$ cat config.mk
export PLATFORM = sky130hd
export DESIGN_NAME = risc_op_issue
export DESIGN_NICKNAME = d
export VERILOG_FILES = /design/src/rtl/risc_op_issue.sv
export SDC_FILE = /design/constraint.sdc
export NUM_CORES = 2
export LEC_CHECK = 0
export CAP_MARGIN = 5
export CORE_MARGIN = 2
export CORE_UTILIZATION = 67
export CTS_CLUSTER_SIZE = 16
export DETAILED_ROUTE_END_ITERATION = 7
export PLACE_DENSITY = 0.86
export SYNTH_ARGS = -nofsm -noshare
export SYNTH_HDL_FRONTEND = slang
export SYNTH_SLANG_ARGS = --single-unit
$ cat constraint.sdc
create_clock -name clk -period 72.6 [get_ports clk]
set_clock_uncertainty 0.2 [all_clocks]
set_input_delay 14.52 -clock clk [delete_from_list [all_inputs] [get_ports clk]]
set_output_delay 14.52 -clock clk [all_outputs]
set_load 0.1 [all_outputs]
$ cat src/rtl/risc_op_issue.sv
// Three-state issue sequencer (IDLE/EXEC/WB) for RV32I OP and OP-IMM with an external ALU.
// Define RETIRE_CNT_EN to build the retired-instruction counter; otherwise retired is tied to 0.
module risc_op_issue (
    input  logic        clk,
    input  logic        rst,
    input  logic        instr_valid,
    input  logic [31:0] instr,
    output logic        instr_ready,
    output logic [31:0] alu_x1,
    output logic [31:0] alu_x2,
    output logic [19:0] alu_instr,
    output logic        alu_cin,
    output logic        alu_opcode_4,
    input  logic [31:0] alu_y,
    input  logic        alu_cout,
    output logic        wb_valid,
    output logic [4:0]  wb_rd,
    output logic [31:0] wb_data,
    output logic        illegal,
    input  logic [4:0]  dbg_addr,
    output logic [31:0] dbg_data,
    output logic [31:0] retired
);
    typedef enum logic [1:0] {IDLE, EXEC, WB} state_t;

    localparam logic [6:0] OPC_OP     = 7'b0110011;
    localparam logic [6:0] OPC_OP_IMM = 7'b0010011;

    state_t      state_q, state_d;
    logic [31:0] instr_q, instr_d;
    logic [31:0] result_q, result_d;
    logic [4:0]  wb_rd_q, wb_rd_d;
    logic        wb_valid_q, wb_valid_d;
    logic [31:0] rf_q [32];
    logic [31:0] rf_d [32];
    logic        supported;
    logic        unused_cout;

    // Carry-out has no consumer in this datapath.
    assign unused_cout = alu_cout;

    assign supported = (instr_q[6:0] == OPC_OP) || (instr_q[6:0] == OPC_OP_IMM);

    always_comb begin
        state_d      = state_q;
        instr_d      = instr_q;
        result_d     = result_q;
        wb_rd_d      = wb_rd_q;
        wb_valid_d   = 1'b0;
        rf_d         = rf_q;
        instr_ready  = 1'b0;
        illegal      = 1'b0;
        alu_x1       = '0;
        alu_x2       = '0;
        alu_instr    = '0;
        alu_cin      = 1'b0;
        alu_opcode_4 = 1'b0;
        case (state_q)
            IDLE: begin
                instr_ready = 1'b1;
                if (instr_valid) begin
                    instr_d = instr;
                    state_d = EXEC;
                end
            end
            EXEC: begin
                alu_x1       = rf_q[instr_q[19:15]];
                alu_x2       = rf_q[instr_q[24:20]];
                alu_instr    = instr_q[31:12];
                alu_opcode_4 = instr_q[5];
                if (supported) begin
                    // wb_rd/wb_data are loaded here so they are already valid during WB
                    result_d   = alu_y;
                    wb_rd_d    = instr_q[11:7];
                    wb_valid_d = 1'b1;
                    state_d    = WB;
                end else begin
                    illegal = 1'b1;
                    state_d = IDLE;
                end
            end
            WB: begin
                if (wb_rd_q != 5'd0) begin
                    rf_d[wb_rd_q] = result_q;
                end
                state_d = IDLE;
            end
            default: state_d = IDLE;
        endcase
    end

    always_ff @(posedge clk or posedge rst) begin
        if (rst) begin
            state_q    <= IDLE;
            instr_q    <= '0;
            result_q   <= '0;
            wb_rd_q    <= '0;
            wb_valid_q <= 1'b0;
            for (int i = 0; i < 32; i++) begin
                rf_q[i] <= '0;
            end
        end else begin
            state_q    <= state_d;
            instr_q    <= instr_d;
            result_q   <= result_d;
            wb_rd_q    <= wb_rd_d;
            wb_valid_q <= wb_valid_d;
            for (int i = 0; i < 32; i++) begin
                rf_q[i] <= rf_d[i];
            end
        end
    end

    assign wb_valid = wb_valid_q;
    assign wb_rd    = wb_rd_q;
    assign wb_data  = result_q;
    // x0 is never written, so a plain array read already returns 0 for it.
    assign dbg_data = rf_q[dbg_addr];

`ifdef RETIRE_CNT_EN
    logic [31:0] retired_q, retired_d;

    always_comb begin
        retired_d = retired_q;
        if (state_q == WB) begin
            retired_d = retired_q + 32'd1;
        end
    end

    always_ff @(posedge clk or posedge rst) begin
        if (rst) begin
            retired_q <= '0;
        end else begin
            retired_q <= retired_d;
        end
    end

    assign retired = retired_q;
`else
    assign retired = '0;
`endif

endmodule

==> images/congestion.png <==
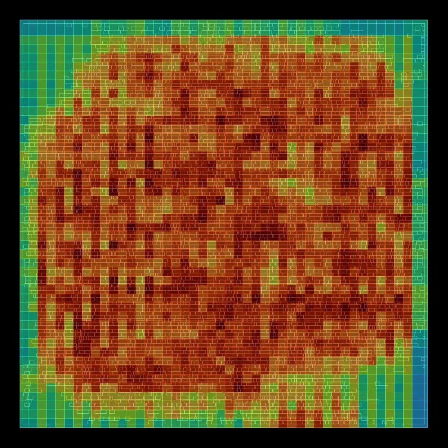
post-layout util: 73.89%
met1 usage: 57.04%

==> images/detail.png <==
Region (227, 69) to (247, 89) um. Cells in gray, sequential cells in the stronger gray; small squares are vias.
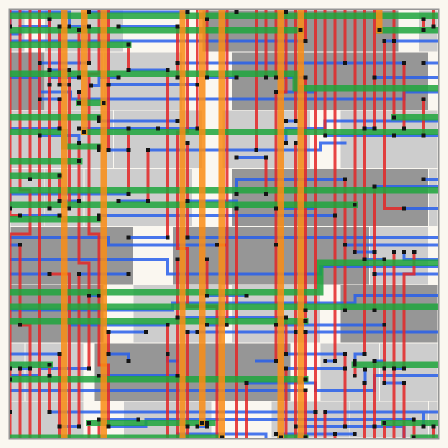
metal 4: shown in orange. metal 3: shown in green. metal 1: shown in blue. metal 2: shown in red.
Most frequent: mux2_2 (6), dfrtp_1 (6), mux2i_1 (5). Sequential cells in the window: 6. 25 logic cells have their middle in the window. Netlist names of flops here include rf_q (6).

==> images/clk_routes.png <==
Scale: 1 px per um.
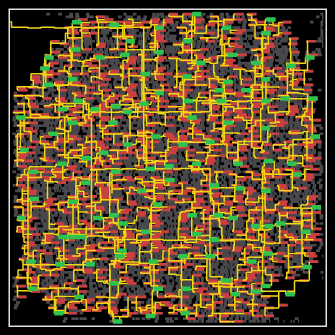
flip-flops: shown in red, count 1096. clock drivers: shown in green, count 117. clock wires: shown in yellow, length 13900 um.
There are 118 routed clock nets. Position of the flops: spread over the die.

==> images/layer_met4.png <==
Scale: 1 px per um. Cells faint in the background.
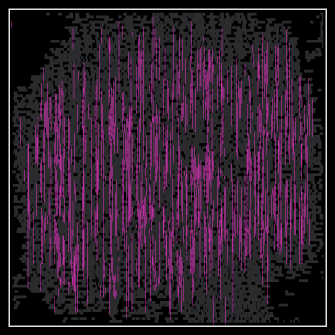
The longest straight run is 167 um. The layer carries 20.5 mm of wire.

==> images/wires.png <==
Scale: 1 px per um.
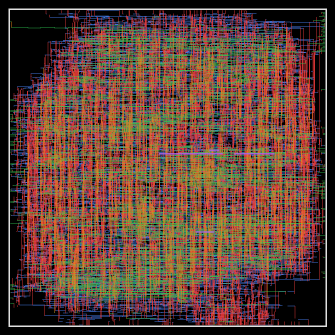
metal 3: shown in green, wire length 34.6 mm. metal 2: shown in red, wire length 94.9 mm. metal 4: shown in orange, wire length 20.5 mm. metal 5: shown in purple, wire length 127 um. metal 1: shown in blue, wire length 74.6 mm.

==> run summary <==
Implementation status.

- The count of vias placed by the detailed router is 49102.
- The height of the chip is about 320 um.
- The number of gates resized after cts is 0.
- The highest clock rate this design can be run at is about 0.03 GHz.
- The worst-path cell with the longest stage delay is sky130_fd_sc_hd__clkdlybuf4s50_1.
- The average wire length per cell after detail routing is ~37 um.
- The total clock buffers created by CTS is 117.
- The design draws approximately 1.7 mW.
- The number of cells in the yosys synthesis report is 4739.
- The number of buffers inserted by port buffering is around 230.
- The total number of tap cells is around 1300.
- The number of global-route vias before repair was between 40000 and 50000.
- The number of design-rule violations left by the first detailed-router iteration is 8480.
- The I/O pin count is approximately 260.
- The leakage component of the power was reported as ~32 nW.
- According to the timing report, the critical path is captured at dbg_data[27].
- The chip occupies about 100000 sq um.
- The category of the worst setup path capture point is an output port.
- The total length of routed met2 wires is around 95000 um.
- Per STA, the startpoint of the critical path is dbg_addr[0].
- The total number of warnings across the stage logs is between 40 and 50.
- The synthesis area per yosys is 65010 sq um.
- The most frequent logic cell in the layout is sky130_fd_sc_hd__dfrtp_1.
- The maximum net fanout on the critical path is ~90.
- The number of nets in the layout is around 4700.
- The layout cell share with drive strength beyond 1 is roughly two fifths.
- Per the detail_route report, vias per standard cell equal roughly 8.1.
- The post-route met1 wirelength is 74640 um.
- The type recorded for the worst min-delay path is reg2reg.
- TritonCTS built the clock tree.
- The signed area change from the synthesized netlist to the final layout is 9.587%.
- In this run the post-CTS setup repair buffer count came out at 0.
- The worst-case register-to-register setup slack is ~69 ns.
- Per the final report, the share of cell area in non-clock buffers is 4.456%.
- By area, logic gates come first.
- The count of nets left with antenna violations once routing finished came out at 0.
- After detailed routing, the number of remaining DRC violations is 0.
- The total number of multi-input combinational cells is between 3000 and 4000.
- The flop share of the area is 38.52%.
- For reference, the critical path cell chain is buf_8, buf_12, buf_4, mux4_2, o22ai_1, nor4_1, clkdlybuf4s50_1.
- The number of distinct library cell variants in the gate-level netlist after synthesis is approximately 45.
- The final-layout clock buffer total is about 160.
- The run finished with clean final reports.
- Once placement completed, the tool counted placed cells totaling 5801.
-- cell usage after synthesis, drive strengths merged --
| cell type | n | area [sq um] |
|---|---|---|
| dfrtp | 1096 | 27430 |
| mux2 | 1062 | 11960 |
| mux2i | 632 | 6326 |
| mux4 | 452 | 10180 |
| buf | 333 | 2150 |
| a22oi | 252 | 1892 |
| clkbuf | 248 | 939.6 |
| o22ai | 191 | 1195 |
| nor4 | 94 | 713.2 |
| nor2 | 88 | 365.4 |
| nand3 | 67 | 335.3 |
| a221oi | 64 | 560.5 |
| a21oi | 63 | 315.3 |
| and2 | 26 | 162.7 |
| nand2 | 18 | 67.56 |
| nand3b | 9 | 67.56 |
| nand2b | 5 | 31.28 |
| nor2b | 5 | 31.28 |
| nor4bb | 5 | 50.05 |
| nor3b | 4 | 35.03 |
| nor4b | 4 | 53.80 |
| and4b | 3 | 30.03 |
| or3 | 3 | 18.77 |
| or3b | 3 | 26.28 |
| inv | 2 | 7.510 |
| nor3 | 2 | 10.01 |
| o2111ai | 2 | 17.52 |
| a31oi | 1 | 6.260 |
| and4 | 1 | 8.760 |
| conb | 1 | 3.750 |
| o22a | 1 | 8.760 |
| o32a | 1 | 10.01 |
| or2 | 1 | 6.260 |
-- power by group --
group,total (mW),internal [mW],leakage (nW),switching [mW]
sequential,0.669,0.618,15.2,0.0514
combinational,0.396,0.113,15.3,0.283
clock,0.640,0.377,1.98,0.263
-- registers in the layout, indices dropped and copies added, names as in the netlist --
signal	count
wb_rd	5
rf_q	1024
wb_data	32
wb_valid	1
instr_q	32
state_q	2
-- kinds of logic (layout without fill, tap and decap cells) --
logic type,count (synthesis),count (layout),share of synthesized area (%)
simple gates,338,338,3.097
buf+inv,583,546,4.763
other cells,1,49,0.005768
flops,1096,1096,42.19
mux,2146,2146,43.79
compound gates,575,575,6.161
Power is estimated from default activity; no workload was simulated.
